placement.png
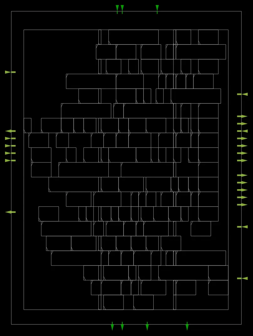
detail.png
Window x 22 to 42, y 33 to 53 um. Cells in grey, sequential cells in the stronger grey; small squares are vias.
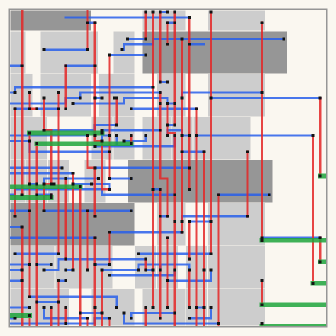
$ cat src/rtl/edu_token_sched_pkg.sv
// Shared types and size derivations for the token-row scheduler.
// Holds default row count, width helpers and the FSM state type.
package edu_token_sched_pkg;

    // Default token-row count (2*NUM_AQROW-1 with four AQ rows).
    localparam int DEF_NUM_TROW = 7;

    // Row index is one bit wider than strictly needed.
    function automatic int row_w_of(input int n);
        return $clog2(n) + 1;
    endfunction

    // Counter must be able to hold n itself.
    function automatic int cnt_w_of(input int n);
        return $clog2(n + 1);
    endfunction

    localparam int DEF_ROW_W = row_w_of(DEF_NUM_TROW);
    localparam int DEF_CNT_W = cnt_w_of(DEF_NUM_TROW);

    typedef enum logic [1:0] {
        S_IDLE  = 2'd0,
        S_ISSUE = 2'd1,
        S_DONE  = 2'd2
    } state_t;

endpackage

$ cat src/rtl/edu_token_sched_if.sv
// Valid/ready handshake carrying one token-row index downstream.
// master: scheduler (drives valid/row/onehot); slave: consumer (drives ready).
interface edu_token_sched_if
    import edu_token_sched_pkg::*;
#(
    parameter int NUM_TROW = DEF_NUM_TROW,
    parameter int ROW_W    = row_w_of(NUM_TROW)
);
    logic                tok_valid;
    logic                tok_ready;
    logic [ROW_W-1:0]    tok_row;
    logic [NUM_TROW-1:0] tok_onehot;

    modport master (
        output tok_valid,
        output tok_row,
        output tok_onehot,
        input  tok_ready
    );

    modport slave (
        input  tok_valid,
        input  tok_row,
        input  tok_onehot,
        output tok_ready
    );
endinterface

$ cat src/rtl/edu_token_prio_enc.sv
// Combinational lowest-set-bit finder.
// in: vec; out: exist (any bit set), index (lowest set bit), onehot.
module edu_token_prio_enc #(
    parameter int N  = 7,
    parameter int IW = 4
) (
    input  logic [N-1:0]  vec,
    output logic          exist,
    output logic [IW-1:0] index,
    output logic [N-1:0]  onehot
);

    always_comb begin
        index = '0;
        // Scan downward so the lowest set bit is the last write.
        for (int i = N - 1; i >= 0; i--) begin
            if (vec[i]) begin
                index = IW'(i);
            end
        end
    end

    assign exist  = |vec;
    // Two's-complement trick isolates the lowest set bit.
    assign onehot = vec & (~vec + N'(1));

endmodule

$ cat src/rtl/edu_token_sched.sv
// Token-row scheduler: captures a row mask on start, then offers each
// set row lowest-first over tok (valid/ready), then pulses done.
// Ports: clk, rst_n, start, abort, token_exist_in, tok (master),
// busy, done, issue_cnt.
module edu_token_sched
    import edu_token_sched_pkg::*;
#(
    parameter int NUM_TROW = DEF_NUM_TROW,
    parameter int ROW_W    = row_w_of(NUM_TROW),
    parameter int CNT_W    = cnt_w_of(NUM_TROW)
) (
    input  logic                clk,
    input  logic                rst_n,
    input  logic                start,
    input  logic                abort,
    input  logic [NUM_TROW-1:0] token_exist_in,
    edu_token_sched_if.master   tok,
    output logic                busy,
    output logic                done,
    output logic [CNT_W-1:0]    issue_cnt
);

    state_t              state_q, state_d;
    logic [NUM_TROW-1:0] pending_q, pending_d;
    logic [CNT_W-1:0]    cnt_q, cnt_d;

    logic                pend_exist;
    logic [ROW_W-1:0]    pend_idx;
    logic [NUM_TROW-1:0] pend_oh;
    logic                offer;

    edu_token_prio_enc #(
        .N  (NUM_TROW),
        .IW (ROW_W)
    ) u_prio (
        .vec    (pending_q),
        .exist  (pend_exist),
        .index  (pend_idx),
        .onehot (pend_oh)
    );

    assign offer = (state_q == S_ISSUE) && pend_exist;

    always_ff @(posedge clk or negedge rst_n) begin
        if (!rst_n) begin
            state_q   <= S_IDLE;
            pending_q <= '0;
            cnt_q     <= '0;
        end else begin
            state_q   <= state_d;
            pending_q <= pending_d;
            cnt_q     <= cnt_d;
        end
    end

    always_comb begin
        state_d   = state_q;
        pending_d = pending_q;
        cnt_d     = cnt_q;
        unique case (state_q)
            S_IDLE: begin
                if (start) begin
                    state_d   = S_ISSUE;
                    pending_d = token_exist_in;
                    cnt_d     = '0;
                end
            end
            S_ISSUE: begin
                if (!pend_exist) begin
                    state_d = S_DONE;
                end else if (tok.tok_ready) begin
                    pending_d = pending_q & ~pend_oh;
                    // Saturate rather than wrap.
                    if (cnt_q != CNT_W'(NUM_TROW)) begin
                        cnt_d = cnt_q + CNT_W'(1);
                    end
                end
            end
            S_DONE: begin
                state_d = S_IDLE;
            end
            default: begin
                state_d   = S_IDLE;
                pending_d = '0;
            end
        endcase
        // Abort overrides load and any coincident handshake.
        if (abort) begin
            state_d   = S_IDLE;
            pending_d = '0;
            cnt_d     = cnt_q;
        end
    end

    always_comb begin
        tok.tok_valid  = offer;
        tok.tok_row    = offer ? pend_idx : '0;
        tok.tok_onehot = offer ? pend_oh : '0;
    end

    assign busy      = (state_q == S_ISSUE) || (state_q == S_DONE);
    assign done      = (state_q == S_DONE);
    assign issue_cnt = cnt_q;

endmodule

$ cat src/flat_wrapper.sv
// flat-port wrapper written by rule: the top's interface ports become plain ports
module edu_token_sched_flat import edu_token_sched_pkg::*;
#(
    parameter int NUM_TROW = DEF_NUM_TROW,
    parameter int ROW_W    = row_w_of(NUM_TROW),
    parameter int CNT_W    = cnt_w_of(NUM_TROW)
)
  (clk, rst_n, start, abort, token_exist_in, busy, done, issue_cnt, tok_tok_valid, tok_tok_row, tok_tok_onehot, tok_tok_ready);
  edu_token_sched_if #(.NUM_TROW(NUM_TROW), .ROW_W(ROW_W)) tok_i ();
  input  logic clk;
  input  logic rst_n;
  input  logic start;
  input  logic abort;
  input  logic [NUM_TROW-1:0] token_exist_in;
  output logic busy;
  output logic done;
  output logic [CNT_W-1:0] issue_cnt;
  output wire logic [$bits(tok_i.tok_valid)-1:0] tok_tok_valid;
  output wire logic [$bits(tok_i.tok_row)-1:0] tok_tok_row;
  output wire logic [$bits(tok_i.tok_onehot)-1:0] tok_tok_onehot;
  input wire logic [$bits(tok_i.tok_ready)-1:0] tok_tok_ready;
  assign tok_tok_valid = tok_i.tok_valid;
  assign tok_tok_row = tok_i.tok_row;
  assign tok_tok_onehot = tok_i.tok_onehot;
  assign tok_i.tok_ready = tok_tok_ready;
  edu_token_sched #(.NUM_TROW(NUM_TROW), .ROW_W(ROW_W), .CNT_W(CNT_W)) u_core (.clk(clk), .rst_n(rst_n), .start(start), .abort(abort), .token_exist_in(token_exist_in), .tok(tok_i), .busy(busy), .done(done), .issue_cnt(issue_cnt));
endmodule
$ cat config.mk
export PLATFORM = sky130hd
export DESIGN_NAME = edu_token_sched_flat
export DESIGN_NICKNAME = d
export VERILOG_FILES = /design/src/rtl/edu_token_sched_pkg.sv /design/src/rtl/edu_token_sched_if.sv /design/src/rtl/edu_token_prio_enc.sv /design/src/rtl/edu_token_sched.sv /design/src/flat_wrapper.sv
export SDC_FILE = /design/constraint.sdc
export NUM_CORES = 1
export LEC_CHECK = 0
export CAP_MARGIN = 20
export CORE_ASPECT_RATIO = 1.4
export CORE_MARGIN = 2
export CORE_UTILIZATION = 45
export CTS_BUF_LIST = sky130_fd_sc_hd__clkbuf_8
export CTS_CLUSTER_DIAMETER = 150
export DETAILED_ROUTE_END_ITERATION = 8
export PLACE_DENSITY = 0.89
export SYNTH_ARGS = -nofsm -noshare
export SYNTH_HDL_FRONTEND = slang
export SYNTH_SLANG_ARGS = --single-unit
$ cat constraint.sdc
create_clock -name clk -period 3.7 [get_ports clk]
set_input_delay 0.925 -clock clk [delete_from_list [all_inputs] [get_ports clk]]
set_output_delay 0.925 -clock clk [all_outputs]
set_load 0.005 [all_outputs]
==> CHANGELOG.md <==
### Metrics

* Class of the most critical hold timing path: reg -> reg
* Final net count at about 160
* Worst relative slew slack at about three fifths
* Arrival time at the worst endpoint at ~2.5 ns
* Count of H-tree levels built during CTS at 1
* Number of failing hold endpoints at the final stage at 0
* Startpoint of the lowest-slack hold path: u_core.issue_cnt[1]$_DFFE_PN0P_
* OpenROAD warning count at 29
* Crit share post-route at 93.4%
* Vertical die dimension at between 50 and 60 um
* Core Area at slightly below 2000 um^2
* Overall power after layout at roughly 0.00087 W
* Total GRT Usage at a little over a fifth
* Critical Path Fanout Max at 14
* Max Cap Viol at 0
* Number of distinct library cells after synthesis at 38
* Combinational cell fraction of total power at 60.0%
* Top-level port count at 29
* Switching portion of total power at 45.9%
* Utilization of the core after routing at between 60 and 70%
* Power per unit of standard cell area at between 600 and 700 nW/um^2
* Number of antenna violations at the first check in global routing at 0
* Number of input and output port buffers inserted at 27
* CTS Buf Count at 3
* Outcome: complete, no violations
* Number of cell instances on the worst register-to-register path at 6
* Most instantiated logic cells after routing: 27 x sky130_fd_sc_hd__clkdlybuf4s50_1, 12 x sky130_fd_sc_hd__nor2_1, 12 x sky130_fd_sc_hd__dfrtp_1, 9 x sky130_fd_sc_hd__inv_1, 8 x sky130_fd_sc_hd__nand2_1
* Kind of capture point of the worst setup path: output pin
* Clock slew seen by the registers of the worst setup and hold paths at around 0.060 ns
* Number of DRC violations after detailed-routing iteration 0 at around 42
* Worst hold path depth at 2
* Post-CTS resize count at 0
* Portion of synthesized cell area occupied by the leading cell type at between 30% and 40%
* Max Clock Skew at between 0.004 and 0.005 ns
* Clk latency late pin at about 0.24 ns
* TritonCTS clock tree: done
* Post-detailed-route wirelength per cell at between 15 and 20 um
* Fmax at around 290 MHz
* Synth top area cells: sky130_fd_sc_hd__dfrtp_1 32%, sky130_fd_sc_hd__ha_1 8.1%, sky130_fd_sc_hd__nor2_1 4.8%
* Number of cells in the design after placement at about 150
* Largest net degree at the start of global routing at 15
* Tally of nets with antenna violations remaining after routing at 0
* Post-CTS Setup Bufs at 0
* Proportion of power drawn by flip-flops and latches at 26.0%
* Terminus of the critical flop-to-flop path: u_core.pending_q[4]$_DFFE_PN0P_
* Internal portion of total power at between 0.0004 and 0.0005 W
* Chip area at roughly 2500 um^2
* Hpwl dp at approximately 1800 um
* Count of hold-fix buffers inserted at cts at 0
* Count of non-filler cells in the finished layout at between 150 and 200
* Number of cells in the yosys synthesis report at ~110
* Clock net sink count at 12
* Worst-case vdd ir drop at 0.469 mV
* Netlist Area Pre-Place at 931 um^2
* WP data required at between 2 and 3 ns
* Diodes inserted at 0
* Setup repair after global routing missed its margin: no
* Count of final setup violators at 0
* Most common logic cell in the routed design: sky130_fd_sc_hd__clkdlybuf4s50_1
* Hold Slack at ~0.6 ns
* Root Buffer: sky130_fd_sc_hd__clkbuf_8
* Cell leakage power at 0.486 nW
* Least-Margin Pin Slew at about 0.59 ns
* Initial core utilization at between 40% and 50%
* Total Wirelength at around 2500 um
* Post-route minimum period at ~3.5 ns
* Setup TNS Final at 0 ns
* Clock group share of total power at between 10 and 15%
* Total number of placement rows at 19
* Via-to-Cell Ratio at ~6.2
* Type of the worst setup path: reg -> out
* Wire length of the first global-routing pass at 4060 um
* Worst Hold End: u_core.issue_cnt[1]$_DFFE_PN0P_
* Placer's final routability congestion estimate at ~0.84
* Library cell occupying the most area in the post-synthesis netlist: sky130_fd_sc_hd__dfrtp_1
* Sequential-to-total area share from yosys stat at about a third
About placement.png:
fill cell instance count of the final layout: 167
proportion of cell area occupied by registers: 24.1%

About detail.png:
legend:
  blue:
    layer: metal 1
  green:
    layer: metal 3
  red:
    layer: metal 2
most frequent: nor2_1 (6), clkdlybuf4s50_1 (6)
netlist names of flops here include: `u_core.pending_q` (3)
cells with their middle in the window: 31
sequential cells in the window: 3

logic make-up after synthesis:
group	Yosys count	synth area share, %
AND-OR/OR-AND	27	23.4
AND/OR/NAND/NOR	51	29.8
other	1	0.403
buffers and inverters	13	6.05
adder cells (fa/ha/maj)	6	8.06
flip-flops	12	32.3
state kept, by name (all words and copies together), names as in the netlist:
signal            cells
u_core.pending_q      7
u_core.issue_cnt      3
u_core.state_q        2
critical path, stage by stage (launching register included):
cell                              delay [ns]
sky130_fd_sc_hd__dfrtp_1                0.40
sky130_fd_sc_hd__inv_1                  0.10
sky130_fd_sc_hd__ha_1                   0.41
sky130_fd_sc_hd__inv_1                  0.23
sky130_fd_sc_hd__or3_2                  0.48
sky130_fd_sc_hd__nor3_1                 0.14
sky130_fd_sc_hd__clkdlybuf4s50_1        0.52
worst max path at each step:
stage / endpoint / slack [ns] / start / cells after the start
finish: tok_tok_onehot[3] / 0.24 / u_core.state_q[1]$_DFFE_PN0P_ / 6
global route: tok_tok_onehot[3] / 0.09 / u_core.state_q[1]$_DFFE_PN0P_ / 6
CTS: tok_tok_onehot[3] / 0.28 / u_core.state_q[1]$_DFFE_PN0P_ / 6
detailed placement: tok_tok_onehot[3] / 0.55 / u_core.state_q[1]$_DFFE_PN0P_ / 6
global placement: tok_tok_onehot[3] / 0.63 / u_core.state_q[1]$_DFFE_PN0P_ / 6
floorplan: tok_tok_onehot[3] / 1.22 / u_core.state_q[1]$_DFFE_PN0P_ / 6
per-stage QoR:
| step | setup slack (ns) | instance area (um^2) |
|---|---|---|
| after floorplan | 1.22 | 931 |
| after global placement | 0.634 | 1200 |
| after detailed placement | 0.550 | 1200 |
| after CTS | 0.277 | 1250 |
| after global routing | 0.0937 | 1250 |
| final | 0.243 | 1250 |
cell usage after synthesis (all sizes together):
cell	number
a21oi	7
o2111ai	1
o21ai	2
a311oi	1
a2111oi	2
o211ai	5
o31ai	3
inv	9
buf	4
conb	1
nand4	3
nor2b	2
nor4	2
a211oi	1
a32oi	1
a32o	1
and3	2
o311ai	1
nor3b	2
a221o	1
nor2	12
ha	6
or3	1
and2	2
dfrtp	12
a311o	1
nand2	8
nand3	6
nor3	4
nand2b	6
or2	1
power groups by stage:
stage               Sequential [W]  Combinational (W)  Clock, W
finish                    0.000226           0.000522  0.000122
global route              0.000232           0.000567  0.000126
CTS                       0.000224           0.000518  0.000120
detailed placement        0.000225           0.000509         0
global placement          0.000221           0.000496         0
floorplan                 0.000209           0.000360         0
routing by layer:
layer	vias to the layer above	global-route usage, %	share of wire (%)
li1	453	-	-
met1	444	26.5	40
met2	63	35.8	49
met3	11	3.74	8.2
met4	0	8.48	2.2
met5	-	0	0
final cells by class:
| type | instances | area [um^2] | share of cell area (%) |
|---|---|---|---|
| timing repair buffer | 27 | 270 | 21.7 |
| sequential | 12 | 300 | 24.1 |
| tap | 21 | 26.3 | 2.11 |
| clock buffer | 3 | 41.3 | 3.31 |
| inverter | 9 | 33.8 | 2.71 |
| multi-input combinational | 85 | 574 | 46.1 |
Power and IR drop assume default switching activity.
